### src/rtl/fifo_rd_stream.sv
// fifo_rd_stream: read side of an asynchronous FIFO with a registered
// valid/ready stream output. Synchronizes the Gray write pointer into rclk,
// tracks empty/level/almost_empty, and pops memory words into an output
// register that holds steady under backpressure.
module fifo_rd_stream #(
    parameter int PTR_WIDTH  = 5,
    parameter int DATA_WIDTH = 32,
    parameter int AE_LEVEL   = 2
) (
    input  logic                  rclk,
    input  logic                  rrst,
    input  logic [PTR_WIDTH:0]    g_wptr,
    input  logic [DATA_WIDTH-1:0] rd_data,
    output logic [PTR_WIDTH:0]    b_rptr,
    output logic [PTR_WIDTH:0]    g_rptr,
    output logic                  empty,
    output logic                  almost_empty,
    output logic [PTR_WIDTH:0]    level,
    output logic [DATA_WIDTH-1:0] m_data,
    output logic                  m_valid,
    input  logic                  m_ready
);

    localparam logic [PTR_WIDTH:0] AE_THRESH = (PTR_WIDTH + 1)'(AE_LEVEL);

    logic [PTR_WIDTH:0] wq1;
    logic [PTR_WIDTH:0] wq2;
    logic [PTR_WIDTH:0] wbin;
    logic [PTR_WIDTH:0] b_rptr_next;
    logic [PTR_WIDTH:0] g_rptr_next;
    logic [PTR_WIDTH:0] level_next;
    logic               pop;

    // Each binary bit is the XOR of all Gray bits at or above it.
    function automatic logic [PTR_WIDTH:0] gray_to_bin(input logic [PTR_WIDTH:0] g);
        logic [PTR_WIDTH:0] b;
        b[PTR_WIDTH] = g[PTR_WIDTH];
        for (int i = PTR_WIDTH - 1; i >= 0; i--) begin
            b[i] = b[i+1] ^ g[i];
        end
        return b;
    endfunction

    // Two-flop synchronizer for the Gray write pointer; nothing else touches g_wptr.
    always_ff @(posedge rclk) begin
        if (rrst) begin
            wq1 <= '0;
            wq2 <= '0;
        end else begin
            wq1 <= g_wptr;
            wq2 <= wq1;
        end
    end

    // Pop decision and the next-pointer / next-level arithmetic shared by all registers.
    always_comb begin
        pop         = !empty && (!m_valid || m_ready);
        b_rptr_next = b_rptr + {{PTR_WIDTH{1'b0}}, pop};
        g_rptr_next = b_rptr_next ^ (b_rptr_next >> 1);
        wbin        = gray_to_bin(wq2);
        level_next  = wbin - b_rptr_next;
    end

    // Read pointers and status flags, all computed from the post-pop pointer so
    // draining the last entry raises empty on the same edge.
    always_ff @(posedge rclk) begin
        if (rrst) begin
            b_rptr       <= '0;
            g_rptr       <= '0;
            empty        <= 1'b1;
            almost_empty <= 1'b1;
            level        <= '0;
        end else begin
            b_rptr       <= b_rptr_next;
            g_rptr       <= g_rptr_next;
            empty        <= (g_rptr_next == wq2);
            level        <= level_next;
            almost_empty <= (level_next <= AE_THRESH);
        end
    end

    // Output register: load on pop, drop valid after a handshake with nothing to
    // replace it, otherwise hold the word steady.
    always_ff @(posedge rclk) begin
        if (rrst) begin
            m_valid <= 1'b0;
            m_data  <= '0;
        end else if (pop) begin
            m_valid <= 1'b1;
            m_data  <= rd_data;
        end else if (m_ready) begin
            m_valid <= 1'b0;
        end
    end

endmodule

### config.mk
export PLATFORM = sky130hd
export DESIGN_NAME = fifo_rd_stream
export DESIGN_NICKNAME = d
export VERILOG_FILES = /design/src/rtl/fifo_rd_stream.sv
export SDC_FILE = /design/constraint.sdc
export NUM_CORES = 1
export LEC_CHECK = 0
export ABC_AREA = 0
export CORE_ASPECT_RATIO = 0.9
export CORE_UTILIZATION = 31
export DETAILED_ROUTE_END_ITERATION = 8
export PLACE_DENSITY = 0.64
export REMOVE_ABC_BUFFERS = 1
export SLEW_MARGIN = 20
export SYNTH_ARGS = -nofsm -noshare
export SYNTH_HDL_FRONTEND = slang
export SYNTH_SLANG_ARGS = --single-unit
### constraint.sdc
create_clock -name rclk -period 4.41 [get_ports rclk]
set_input_delay 0.882 -clock rclk [delete_from_list [all_inputs] [get_ports rclk]]
set_output_delay 0.882 -clock rclk [all_outputs]
set_load 0.005 [all_outputs]
==> flow_metrics.env <==
# physical design summary
export IMPL_required_ps=4630
export IMPL_final_core_utilization_pct=48.0
export IMPL_floorplan_core_util_pct=32.7
export IMPL_switchingPower_uw=482
export IMPL_ys_sh_adder_pct=3.21
export IMPL_wl_per_cell_um=12.5
export IMPL_ff_type="dfxtp_1"
export IMPL_die_w_um=97.3
export IMPL_fillCellCount=739
export IMPL_cp_end_kind="flip-flop"
export IMPL_gp_routability_congestion=0.747
export IMPL_grt_pass1_vias=1960
export IMPL_yosys_area_top_type="dfxtp_1"
export IMPL_placeableCoreArea_um2=7730
export IMPL_drive_above_1_share_pct=7.37
export IMPL_yosys_area_share_simple_pct=20.3
export IMPL_finalHoldViolations=0
export IMPL_antenna_found_initial=0
export IMPL_syn_area_per_cell_um2=8.85
export IMPL_wirelength_um=5930
export IMPL_antennaDiodeCount=0
export IMPL_tns_ps=0
export IMPL_status="finished, final reports clean"
export IMPL_clk_insertion_delay_late_ps=330
export IMPL_finalNetCount=422
export IMPL_vdd_drop_max_uv=252
export IMPL_grt_usage_pct=14.2
export IMPL_grt_pass1_wl_um=9460
export IMPL_vias_per_cell=4.41
export IMPL_path_clk_slew_ps=60
export IMPL_syn2layout_area_growth_pct=46.8
export IMPL_finalCritPeriodShare_pct=84.6
export IMPL_hold_buffers=0
export IMPL_swShare_pct=28.3
export IMPL_clkPwrFrac_pct=28.1
export IMPL_p_per_area_nw_per_um2=458
export IMPL_max_slew_margin_pct=64.3
export IMPL_synthAoiAreaFrac_pct=10.3
export IMPL_core_rowCount=30
export IMPL_grt_max_degree=36
export IMPL_finalCriticalPeriod_ps=3730
export IMPL_cp_arrival_ps=3960
export IMPL_dp_slack_ps=358
export IMPL_dieArea_um2=8530
export IMPL_dp_hpwl_um=4170
export IMPL_cts_tree="done"
export IMPL_xor_area_share_pct=11.5
export IMPL_antenna_left=0
export IMPL_postSynthSeqShare_pct=50.6
export IMPL_p_comb_share_pct=30.8
export IMPL_yosysWarningCount=0
export IMPL_p_seq_share_pct=41.1
export IMPL_hold_class="flip-flop to flip-flop"
export IMPL_port_buffers=93
export IMPL_cts_setup_buffers=0
export IMPL_ys_cells=286
export IMPL_async_flop_share_pct=0
export IMPL_startpoint_type="input port"
export IMPL_yosys_top_cells_count="nand2_1, dfxtp_1, a21oi_1"
export IMPL_p_leak_uw=0.00142
export IMPL_overflow=0
export IMPL_p_int_uw=1220
export IMPL_ys_ff=64
export IMPL_tightest_slew_ps=536
export IMPL_top_area_share_pct=50.6
export IMPL_htree_levels=3
export IMPL_rsz0062_at_grt="no"
export IMPL_synthesis_area_um2=2530
export IMPL_die_y_um=87.7
export IMPL_clock_sinks=64
export IMPL_finalSetupViolations=0
export IMPL_drt_iter0_drc=68
export IMPL_cts_root_buf="clkbuf_8"
export IMPL_crit_path_max_fanout=6
export IMPL_synth_edff_count=0
export IMPL_yosys_area_um2=2530
export IMPL_yosysMostFrequentCell="nand2_1"
export IMPL_vias=2100
export IMPL_yosysUniqueCellTypes=37
export IMPL_worst_setup_path_type="input port to flip-flop"
export IMPL_warnings=25
export IMPL_finalMaxSlewViolations=0
export IMPL_mux_share_pct=0.840
export IMPL_dr_pass1_iters=4
export IMPL_drv_cap=0
export IMPL_area_leaders="dfxtp_1, nand2_1, a21oi_1, xnor2_1, nor2b_1"
export IMPL_pin_count=94
export IMPL_fin_ws_ps=679
export IMPL_clockBufferDepth=2
export IMPL_ys_top_logic_family="simple AND/OR/NAND/NOR gates"
[layer usage]
| layer | global-route usage, % | part of all wire, % | up-vias |
|---|---|---|---|
| met5 | 0 | 0 | - |
| met4 | 6.02 | 1.2 | 0 |
| met3 | 4.95 | 5.2 | 6 |
| met2 | 22.7 | 46 | 54 |
| met1 | 17.7 | 47 | 948 |
| li1 | - | - | 1092 |
[worst max-delay path, cell delays in order]
cell and delay (ps):
clkdlybuf4s50_1 390, nand2b_1 160, nand2b_1 110, inv_1 80, ha_1 210, ha_1 420
inv_1 110, ha_1 300, nand2b_1 80, nor2b_1 330, nor2_1 70, a2111oi_0 400
a21oi_1 100, xnor2_1 170, o21ba_1 170
[metrics by stage]
step	hold WS [ps]	total power (uW)	instances	area [um^2]
finish	436	1700	476	3710
global route	456	1820	476	3710
CTS	441	1730	476	3710
detailed placement	424	1240	461	3530
global placement	418	1230	461	3530
floorplan	414	972	269	2460
[state kept, by name, indices dropped and copies added (netlist names)]
signal	cells
almost_empty	1
b_rptr	6
empty	1
g_rptr	5
level	6
m_data	32
m_valid	1
wq1	6
wq2	6
[final cells by class]
class                   count  area, um^2  share of cell area (%)
clock buffers              11         141                    3.81
clock inverters             4        45.0                    1.21
inverters                   3        11.3                   0.303
multi-input cells         202        1170                    31.4
flip-flops and latches     64        1280                    34.5
well taps                  96         120                    3.23
repair buffers             96         948                    25.5
[kinds of logic (layout without fill, tap and decap cells)]
kind of cell,count (synthesis),count (layout)
AOI/OAI and AO/OA,47,47
xor gates and xnor gates,28,28
adders and majority gates,6,6
buffers and inverters,20,114
DFF,64,64
muxes,2,2
and+or+nand+nor,119,119
[final timing paths]
kind / depth (start not counted) / slack (ps) / from / end
hold / removal: 1 / 440 / wq1[2] / wq2[2]
setup reg to reg: 12 / 1190 / wq2[5] / almost_empty
setup / recovery: 15 / 680 / m_ready / almost_empty
hold reg to reg: 1 / 440 / wq1[2] / wq2[2]
[cell usage in the layout (no fill, tap or decap), drive strengths merged]
master and count:
o21a 1, o31ai 1, or3 1, buf 4, and3 1, a21oi 38
ha 4, mux2i 1, clkbuf 11, nor2 22, o21ai 2, nor2b 14
nand2 70, a31o 1, nand3 4, mux2 1, xor3 1, a2111oi 1
a31oi 1, clkdlybuf4s50 92, bufinv 1, nor3 1, xnor2 17, nand2b 5
fa 1, nand4b 1, o21ba 1, inv 3, dfxtp 64, maj3 1
clkinv 3, o211ai 1, xor2 10
[power groups by stage]
stage	clock, uW	combinational (uW)	sequential [uW]
after CTS	495	532	700
after global placement	0	525	709
after global routing	523	584	708
after floorplan	0	256	716
final	478	525	699
after detailed placement	0	528	712
Figure 1. Clock wiring as the flow saved it.
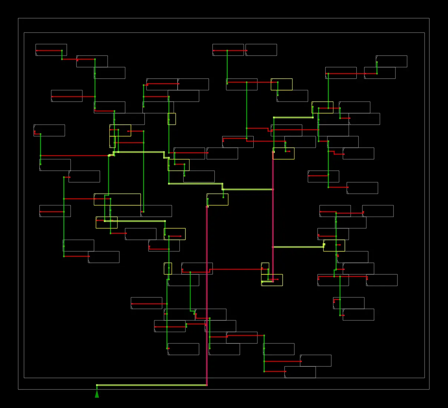
seq_cells: 64
Clock Power: 478 uW

Figure 2. Wires at chosen ports, followed through buffers.
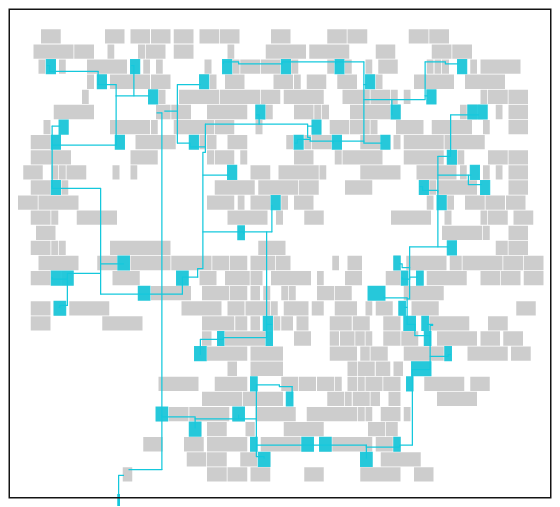
| color | port | bits | direction | edge | end cells | buffers | wire |
|---|---|---|---|---|---|---|---|
| cyan | rrst | 1 | input | south | 65 | 2 | 617 um |

Figure 3. Gate-type map.
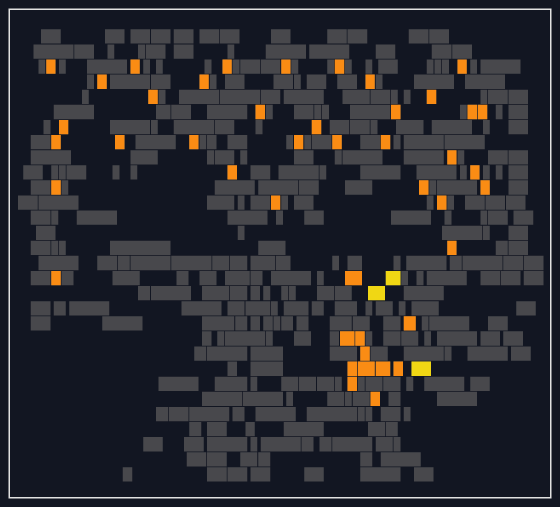
| color | family | cells |
|---|---|---|
| yellow | non-inverting ao/oa cells | 3 |
| orange | aoi and oai cells | 44 |
most used logic cell in the final layout: clkdlybuf4s50_1
fraction of area in multi-input gates: 31.4%
post-route insts no fill: 476

Figure 4. Routed metal, one color a layer.
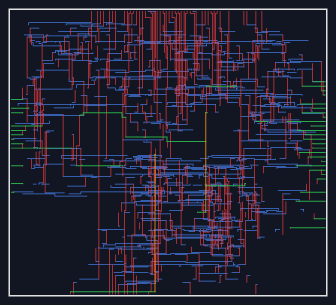
| color | layer | wire length |
|---|---|---|
| red | metal 2 | 2,730 um |
| orange | metal 4 | 72.8 um |
| green | metal 3 | 312 um |
| blue | metal 1 | 2,810 um |

Figure 5. Routed clock nets over the placement.
Scale bar: 20 um.
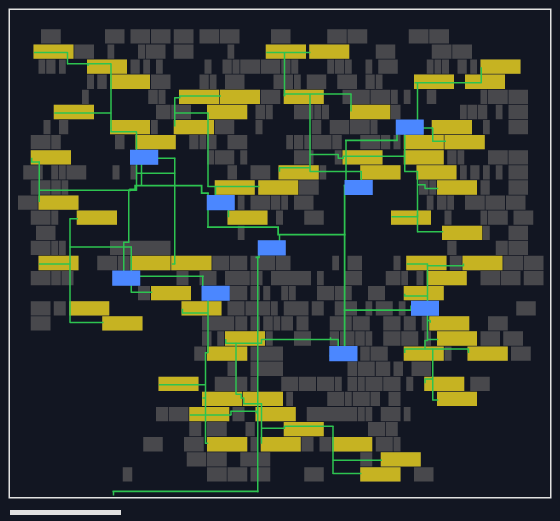
[blue] clock drivers | count: 9
[green] clock wires | length: 796 um
[yellow] flip-flops | count: 64
flops lie: widely spread

No activity file was given, so power comes from the tool's default toggle rates.
